===== config.mk =====
export PLATFORM = sky130hd
export DESIGN_NAME = pc_trace_uart
export DESIGN_NICKNAME = d
export VERILOG_FILES = /design/src/rtl/pc_trace_uart.sv
export SDC_FILE = /design/constraint.sdc
export NUM_CORES = 1
export LEC_CHECK = 0
export ABC_CLOCK_PERIOD_IN_PS = 2750
export CORE_MARGIN = 8
export CORE_UTILIZATION = 50
export CTS_CLUSTER_DIAMETER = 60
export DETAILED_ROUTE_END_ITERATION = 12
export GPL_ROUTABILITY_DRIVEN = 0
export MAX_ROUTING_LAYER = met4
export PLACE_DENSITY = 0.74
export RECOVER_POWER = 25
export SYNTH_ARGS = -nofsm -noshare
export SYNTH_HDL_FRONTEND = slang
export SYNTH_SLANG_ARGS = --single-unit

===== constraint.sdc =====
create_clock -name clk -period 2.75 [get_ports clk]
set_input_delay 0.55 -clock clk [delete_from_list [all_inputs] [get_ports clk]]
set_output_delay 0.55 -clock clk [all_outputs]
set_load 0.03 [all_outputs]

===== src/rtl/pc_trace_uart.sv =====
// Streams each new program-counter value as an ASCII hex line ("XXXXXXXX\r\n") over an 8N1 UART.
// Define PC_TRACE_TRAP_EN to emit a '!'-prefixed line on a trap rising edge, then halt until reset.
module pc_trace_uart #(
   parameter int unsigned CLKS_PER_BIT = 434
) (
   input  logic        clk,
   input  logic        resetn,
   input  logic [31:0] pc,
   input  logic        trap,
   output logic        tx,
   output logic        busy,
   output logic [7:0]  drop_cnt
);

   localparam int unsigned     CNT_W    = (CLKS_PER_BIT > 1) ? $clog2(CLKS_PER_BIT) : 1;
   localparam logic [CNT_W-1:0] CNT_LAST = CNT_W'(CLKS_PER_BIT - 1);

`ifdef PC_TRACE_TRAP_EN
   typedef enum logic [1:0] {IDLE, SEND, HALT} state_e;
`else
   typedef enum logic [1:0] {IDLE, SEND} state_e;
`endif

   state_e             state_q, state_d;
   logic [31:0]        last_pc_q, last_pc_d;
   logic [31:0]        pc_q, pc_d;
   logic [31:0]        frame_q, frame_d;
   logic [3:0]         byte_idx_q, byte_idx_d;
   logic [3:0]         bit_idx_q, bit_idx_d;
   logic [CNT_W-1:0]   baud_q, baud_d;
   logic               tx_q, tx_d;
   logic [7:0]         drop_q, drop_d;

   logic [3:0]         last_byte;
   logic [2:0]         digit_sel;
   logic [3:0]         nibble;
   logic [7:0]         cur_byte;
   logic               start_trap;

`ifdef PC_TRACE_TRAP_EN
   logic               trap_q, trap_d;
   logic               pend_q, pend_d;
   logic               bang_q, bang_d;
   logic               trap_rise;
`else
   logic               unused_trap;
   assign unused_trap = trap;
`endif

   function automatic logic [7:0] hex_char(input logic [3:0] n);
      return (n < 4'd10) ? (8'h30 + {4'h0, n}) : (8'h37 + {4'h0, n});
   endfunction

   // Byte currently on the wire; a trap line shifts the digits one slot right of the '!'.
   always_comb begin
      last_byte = 4'd9;
      digit_sel = byte_idx_q[2:0];
`ifdef PC_TRACE_TRAP_EN
      if (bang_q) begin
         last_byte = 4'd10;
         digit_sel = 3'(byte_idx_q - 4'd1);
      end
`endif
      nibble = frame_q[5'd28 - {digit_sel, 2'b00} +: 4];
      if (byte_idx_q == last_byte)
         cur_byte = 8'h0A;
      else if (byte_idx_q == last_byte - 4'd1)
         cur_byte = 8'h0D;
      else
         cur_byte = hex_char(nibble);
`ifdef PC_TRACE_TRAP_EN
      if (bang_q && byte_idx_q == 4'd0)
         cur_byte = 8'h21;
`endif
   end

   always_comb begin
      state_d    = state_q;
      last_pc_d  = last_pc_q;
      pc_d       = pc;
      frame_d    = frame_q;
      byte_idx_d = byte_idx_q;
      bit_idx_d  = bit_idx_q;
      baud_d     = baud_q;
      tx_d       = tx_q;
      drop_d     = drop_q;
      busy       = (state_q == SEND);
`ifdef PC_TRACE_TRAP_EN
      trap_d     = trap;
      bang_d     = bang_q;
      trap_rise  = trap & ~trap_q;
      pend_d     = pend_q | trap_rise;
      start_trap = pend_q | trap_rise;
`else
      start_trap = 1'b0;
`endif

      if (busy && pc != pc_q && drop_q != 8'hFF)
         drop_d = drop_q + 8'd1;

      case (state_q)
         IDLE: begin
            if (start_trap || pc != last_pc_q) begin
               frame_d    = pc;
               last_pc_d  = pc;
               state_d    = SEND;
               tx_d       = 1'b0;
               baud_d     = '0;
               bit_idx_d  = '0;
               byte_idx_d = '0;
`ifdef PC_TRACE_TRAP_EN
               bang_d     = start_trap;
               pend_d     = 1'b0;
`endif
            end
         end
         SEND: begin
            if (baud_q == CNT_LAST) begin
               baud_d = '0;
               if (bit_idx_q == 4'd9) begin
                  if (byte_idx_q == last_byte) begin
                     tx_d = 1'b1;
`ifdef PC_TRACE_TRAP_EN
                     state_d = bang_q ? HALT : IDLE;
`else
                     state_d = IDLE;
`endif
                  end else begin
                     byte_idx_d = byte_idx_q + 4'd1;
                     bit_idx_d  = '0;
                     tx_d       = 1'b0;
                  end
               end else begin
                  bit_idx_d = bit_idx_q + 4'd1;
                  tx_d      = (bit_idx_q == 4'd8) ? 1'b1 : cur_byte[bit_idx_q[2:0]];
               end
            end else begin
               baud_d = baud_q + CNT_W'(1);
            end
         end
`ifdef PC_TRACE_TRAP_EN
         HALT: tx_d = 1'b1;
`endif
         default: state_d = IDLE;
      endcase
   end

   always_ff @(posedge clk or negedge resetn) begin
      if (!resetn) begin
         state_q    <= IDLE;
         last_pc_q  <= '0;
         pc_q       <= '0;
         frame_q    <= '0;
         byte_idx_q <= '0;
         bit_idx_q  <= '0;
         baud_q     <= '0;
         tx_q       <= 1'b1;
         drop_q     <= '0;
      end else begin
         state_q    <= state_d;
         last_pc_q  <= last_pc_d;
         pc_q       <= pc_d;
         frame_q    <= frame_d;
         byte_idx_q <= byte_idx_d;
         bit_idx_q  <= bit_idx_d;
         baud_q     <= baud_d;
         tx_q       <= tx_d;
         drop_q     <= drop_d;
      end
   end

`ifdef PC_TRACE_TRAP_EN
   always_ff @(posedge clk or negedge resetn) begin
      if (!resetn) begin
         trap_q <= 1'b0;
         pend_q <= 1'b0;
         bang_q <= 1'b0;
      end else begin
         trap_q <= trap_d;
         pend_q <= pend_d;
         bang_q <= bang_d;
      end
   end
`endif

   assign tx       = tx_q;
   assign drop_cnt = drop_q;

endmodule


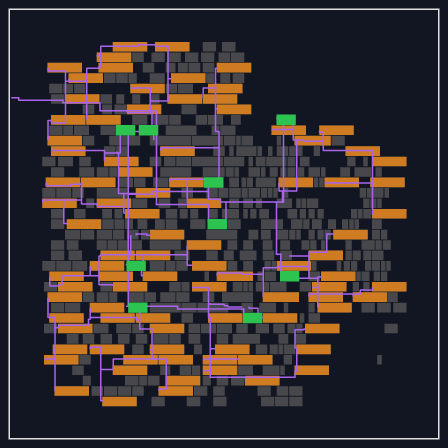
run_1/clock_map.png
[orange] flip-flops | count: 91
[green] cells driving clock nets | count: 9
[purple] clock wires | length: 1040 um
routed clock nets: 10
flops lie: spread over the die

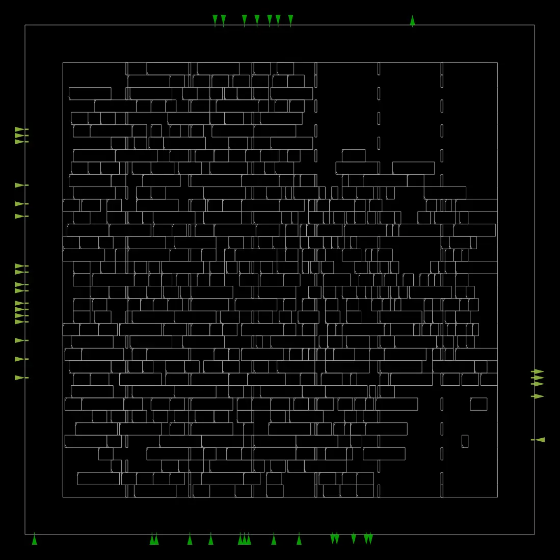
run_1/final_placement.png
Layout fillers: 742
proportion of cell area occupied by registers: 41.3%
fin util: 61.0%
CORE AREA: 0.00906 sq mm
flop count: 91

==> impl_metrics.yaml, run 1 <==
# physical design summary
status:
  status: "finished, violations left"
  violations: "max-capacitance violations, max-slew violations"
job:
  maxCapViolations: 1
worst_hold_path:
  min_to: "baud_q[8]"
  holdCritPathClass: "flip-flop to flip-flop"
power_and_ir_drop:
  leakage_uw: 0.00227
  p_seq_uw: 1420
  p_sw_share_pct: 25.6
  p_per_area_mw_per_mm2: 482
  ir_drop_uv: 381
  pg_clk_uw: 972
  power_leader: "sequential cells"
final_timing:
  tns_ps: 0
  drv_slew: 34
  grt_setup_unrepaired: "no"
  worst_slack_ps: 223
  slew_headroom_pct: -23.2
  fin_crit_sh_pct: 91.9
  worst_slew_pin_slew_ps: 1850
synth:
  post-synth-top-area-cell: "dfrtp_1"
  synth.logic.top_family: "XOR/XNOR gates"
  ys_sh_adder_pct: 1.92
  top_cells_by_count: "dfrtp_1 (90), xnor2_1 (38), xor2_1 (38), mux2_2 (33)"
  postSynthCellCount: 374
  postSynthSeqShare_pct: 49.9
  top_area_share_pct: 49.3
  ys_sh_aoi_pct: 5.53
  ys_sh_mux_pct: 14.3
  xor_share_pct: 14.6
  synthArstFlopShare_pct: 100
  simple_gate_share_pct: 11.7
  flop_cell: "dfrtp_1"
  yosysUniqueCellTypes: 51
worst_setup_path:
  slowest_stage: "mux4_2"
  worst-setup-path-type: "flip-flop to flip-flop"
  startpoint_type: "flip-flop"
  path_max_fanout: 3
  critPathCaptureType: "flip-flop"
  slowest_delay_ps: 540
  cp.depth: 8
  arrival_ps: 2820
  critPathRequiredTime_ps: 3050
  r2r_end: "tx"
  rr_startpoint: "byte_idx_q[1]"
final_layout:
  stdcell_area_sq_mm: 0.00553
  clock_buffers: 9
  logic_area_sq_mm: 0.00219
  syn2layout_area_growth_pct: 20.9
  comb-cell-share_pct: 39.7
  register_area_sq_mm: 0.00228
drt:
  num_vias: 3078
  drt_iter0_markers: 80
floorplanning:
  fp-utilization_pct: 50.4
  io_pins: 45
  design.die.area_sq_mm: 0.0125
place:
  placed_area_sq_mm: 0.00530
clock_network:
  cts_buffers: 9
  cts_setup_buffers: 2
  cts_resized: 0
  h-tree-depth: 3
  insertion_delay_ps: 370
  clock-sinks: 91
  ctsRootBufferMaster: "clkbuf_8"
global_routing:
  grt_usage_pct: 16.3
  global_route.usage.met1_pct: 19.2
  grt_pass1_vias: 3255
  use_met2_pct: 27.6
  grt_first_pass_wirelength_um: 15900
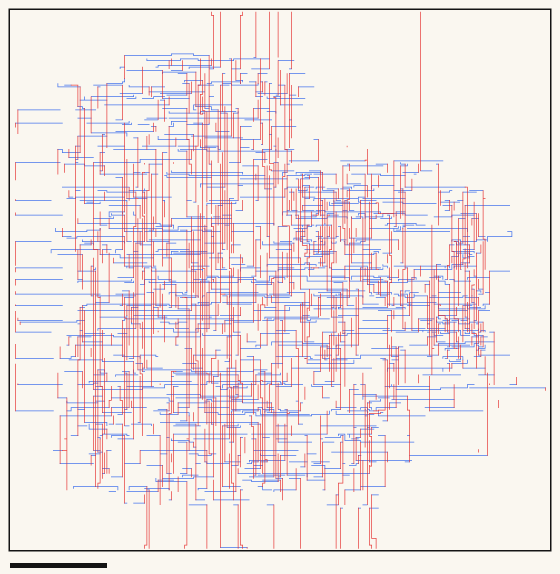
run_1/metal_stack.png
The bar under the picture is 20 um long. Two of the layers only.
[blue] met1 | wire length: 4130 um
[red] met2 | wire length: 4860 um

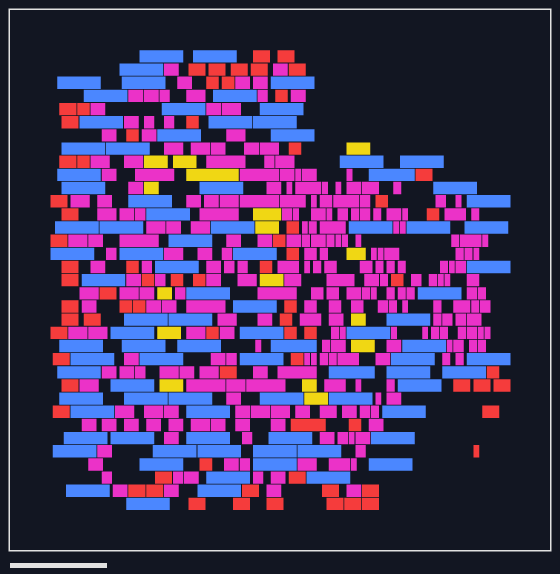
run_1/cell_classes.png
The bar under the picture is 20 um long.
[magenta] all other logic | cells: 271 | share of their area: 41%
[yellow] clock drivers and dummy loads | cells: 16 | share of their area: 4.0%
[blue] flip-flops | cells: 91 | share of their area: 42%
[red] other buffers and delay cells | cells: 74 | share of their area: 12%

run_1/pdn.png
The bar under the picture is 20 um long. Pins as bars on the die edge. Tap cells in gray.
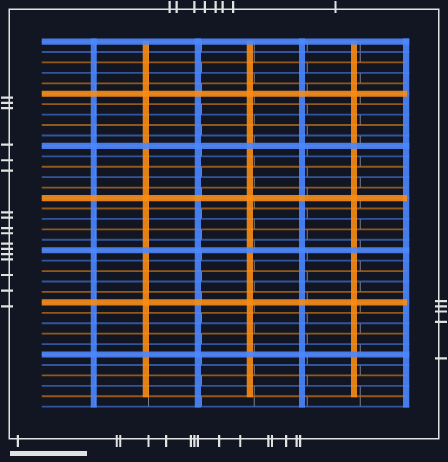

==> run 2, diff against run 1 <==
--- a/config.mk
+++ b/config.mk
@@ -5,6 +5,7 @@
 export SDC_FILE = /design/constraint.sdc
 export NUM_CORES = 1
 export LEC_CHECK = 0
+export ABC_AREA = 1
 export ABC_CLOCK_PERIOD_IN_PS = 2750
 export CORE_MARGIN = 8
 export CORE_UTILIZATION = 50
@@ -14,6 +15,7 @@
 export MAX_ROUTING_LAYER = met4
 export PLACE_DENSITY = 0.74
 export RECOVER_POWER = 25
+export SKIP_CTS_REPAIR_TIMING = 1
 export SYNTH_ARGS = -nofsm -noshare
 export SYNTH_HDL_FRONTEND = slang
 export SYNTH_SLANG_ARGS = --single-unit
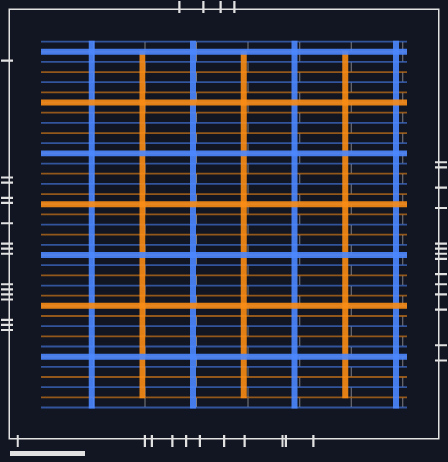
run_2/pdn.png
The bar under the picture is 20 um long. Pins as bars on the die edge. Tap cells in gray.
[blue] VSS
[orange] VDD
met4 straps: 7
rows: 36

==> impl_metrics.yaml, run 2 <==
# physical design summary
drt:
  first_pass_iters: 5
  via_per_inst: 5.30
  top_layer_used: "met4"
  wl_per_cell_um: 14.7
  drc: 0
  drt_wl_total_um: 11400
  drt_iter0_markers: 276
  wl_met1_um: 5040
  postRouteAntennaNets: 0
  num_vias: 4115
  wl_met3_um: 693
  wl_met2_um: 5380
clock_network:
  cts_tree: "done"
  h-tree-depth: 3
  cts_buffers: 9
  ctsRootBufferMaster: "clkbuf_8"
  path_clk_slew_ps: 90
  insertion_delay_ps: 380
  clock-sinks: 91
  cts_buffer_depth: 2
final_timing:
  grt_setup_unrepaired: "no"
  setup_viol: 0
  slew_headroom_pct: 20.4
  fin_crit_sh_pct: 83.2
  tns_ps: 0
  worst_slack_ps: 463
  hold_viol: 0
  worst_slew_pin_slew_ps: 1190
  drv_slew: 0
  post-route-min-period_ps: 2290
  fmax_mhz: 437
  skew_ps: 13.6
  timing.hold.ws_ps: 408
synth:
  syn_area_per_cell_sq_um: 8.35
  yosysWarnings: 0
  synthTopCellsByArea: "dfrtp_1 (46%), nand2_1 (12%), xor2_1 (4.9%), inv_1 (4.8%), xnor2_1 (4.7%)"
  syn-num-nets: 623
  yosysUniqueCellTypes: 33
  ys_sh_mux_pct: 0
  top_cell: "nand2_1"
  yosys_area_sq_mm: 0.00485
  synthArstFlopShare_pct: 100
  syn_area_sq_mm: 0.00485
  postSynthCellCount: 581
  edf_count: 0
  top_area_share_pct: 46.4
  ys_sh_aoi_pct: 9.31
  synth_flops: 91
  flop_cell: "dfrtp_1"
  xor_share_pct: 9.56
  postSynthSeqShare_pct: 46.9
  synth.logic.top_family: "simple AND/OR/NAND/NOR gates"
  post-synth-top-area-cell: "dfrtp_1"
  top_cells_by_count: "nand2_1 (152), dfrtp_1 (90), inv_1 (62), nand3_1 (42), o21ai_1 (31)"
  simple_gate_share_pct: 24.9
  synth_stat.cells: 581
  ys_sh_adder_pct: 1.80
final_layout:
  register_area_sq_mm: 0.00228
  layout-drive-gt1-share_pct: 10.1
  logic_area_sq_mm: 0.00221
  bufAreaShareNonClock_pct: 10.1
  layout_top_cell_excl_fill_tap: "nand2_1"
  lay_top_cells: "nand2_1 (152), dfrtp_1 (90), inv_1 (62), nand3_1 (42), clkdlybuf4s50_1 (38)"
  top_regs: "frame_q (32), pc_q (32), baud_q (9)"
  dominant_cells: "registers"
  fin_nets: 680
  comb-cell-share_pct: 38.5
  fillers: 844
  flops: 91
  seq-cell-share_pct: 39.6
  clock_buffers: 12
  instances_no_fill: 776
  diodes: 0
  syn2layout_area_growth_pct: 18.5
  utilization_pct: 59.9
  logic_gate_count: 406
  clk_share_pct: 4.24
  stdcell_area_sq_mm: 0.00575
  inv_count: 71
  buffers_excl_clock: 59
worst_setup_path:
  critPathRequiredTime_ps: 3060
  cp-endpoint: "frame_q[22]"
  reg2reg_slack_ps: 480
  ff2ff_path_depth: 13
  critPathCaptureType: "flip-flop"
  rr_startpoint: "byte_idx_q[1]"
  startpoint_type: "input pin"
  path_buffers: 2
  path_max_fanout: 29
  worst-setup-path-type: "input pin to flip-flop"
  r2r_end: "tx"
  arrival_ps: 2600
  slowest_stage: "dlygate4sd3_1"
  startpoint: "pc[31]"
  slowest_delay_ps: 590
  path_cells: "dlygate4sd3_1, xor2_1, nor4_1, nand2_1, nor2_2, nand2_2, nand2_4, buf_12, nor2_1, a21oi_2"
  cp.depth: 10
job:
  warnings: 30
  maxCapViolations: 0
floorplanning:
  io_pins: 45
  die_h_um: 115
  fp-utilization_pct: 50.6
  nWellTaps: 133
  die_w_um: 115
  design.die.area_sq_mm: 0.0131
  core_sq_mm: 0.00959
  row_count: 36
power_and_ir_drop:
  p_per_area_mw_per_mm2: 464
  leakage_uw: 0.00264
  power_leader: "sequential cells"
  p_seq_uw: 1370
  p_int_uw: 2080
  finalPower_uw: 2670
  ir_drop_uv: 368
  p_comb_share_pct: 7.0
  clkPwrFrac_pct: 41.5
  p_sw_uw: 585
  power_frac_seq_pct: 51.4
  pg_clk_uw: 1110
  p_sw_share_pct: 21.9
  comb-power_uw: 188
global_routing:
  use_met3_pct: 5.12
  grt.busiest_layer: "met2"
  antenna_found_initial: 0
  global_route.usage.met1_pct: 22.9
  grt-ovfl-total: 0
  use_met2_pct: 30.4
  grt_first_pass_wirelength_um: 19400
  grt_usage_pct: 19.4
  grt_pass1_vias: 4173
  grt_max_degree: 47
place:
  io_buffers: 43
  pre_cts_ws_ps: 110
  placed_cells: 760
  placed_area_sq_mm: 0.00551
  post-dp-hpwl_um: 8370
worst_hold_path:
  holdCritPathClass: "input pin to asynchronous set/reset pin"
status:
  status: "complete, no violations"
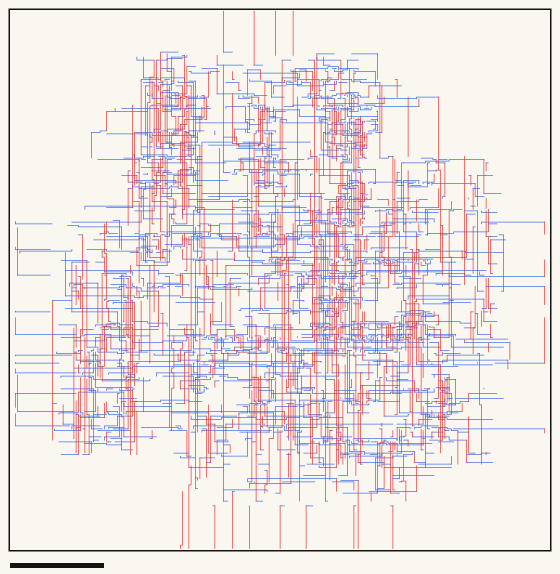
run_2/metal_stack.png
The bar under the picture is 20 um long. Two of the layers only.
[red] met2 | wire length: 5380 um
[blue] met1 | wire length: 5040 um

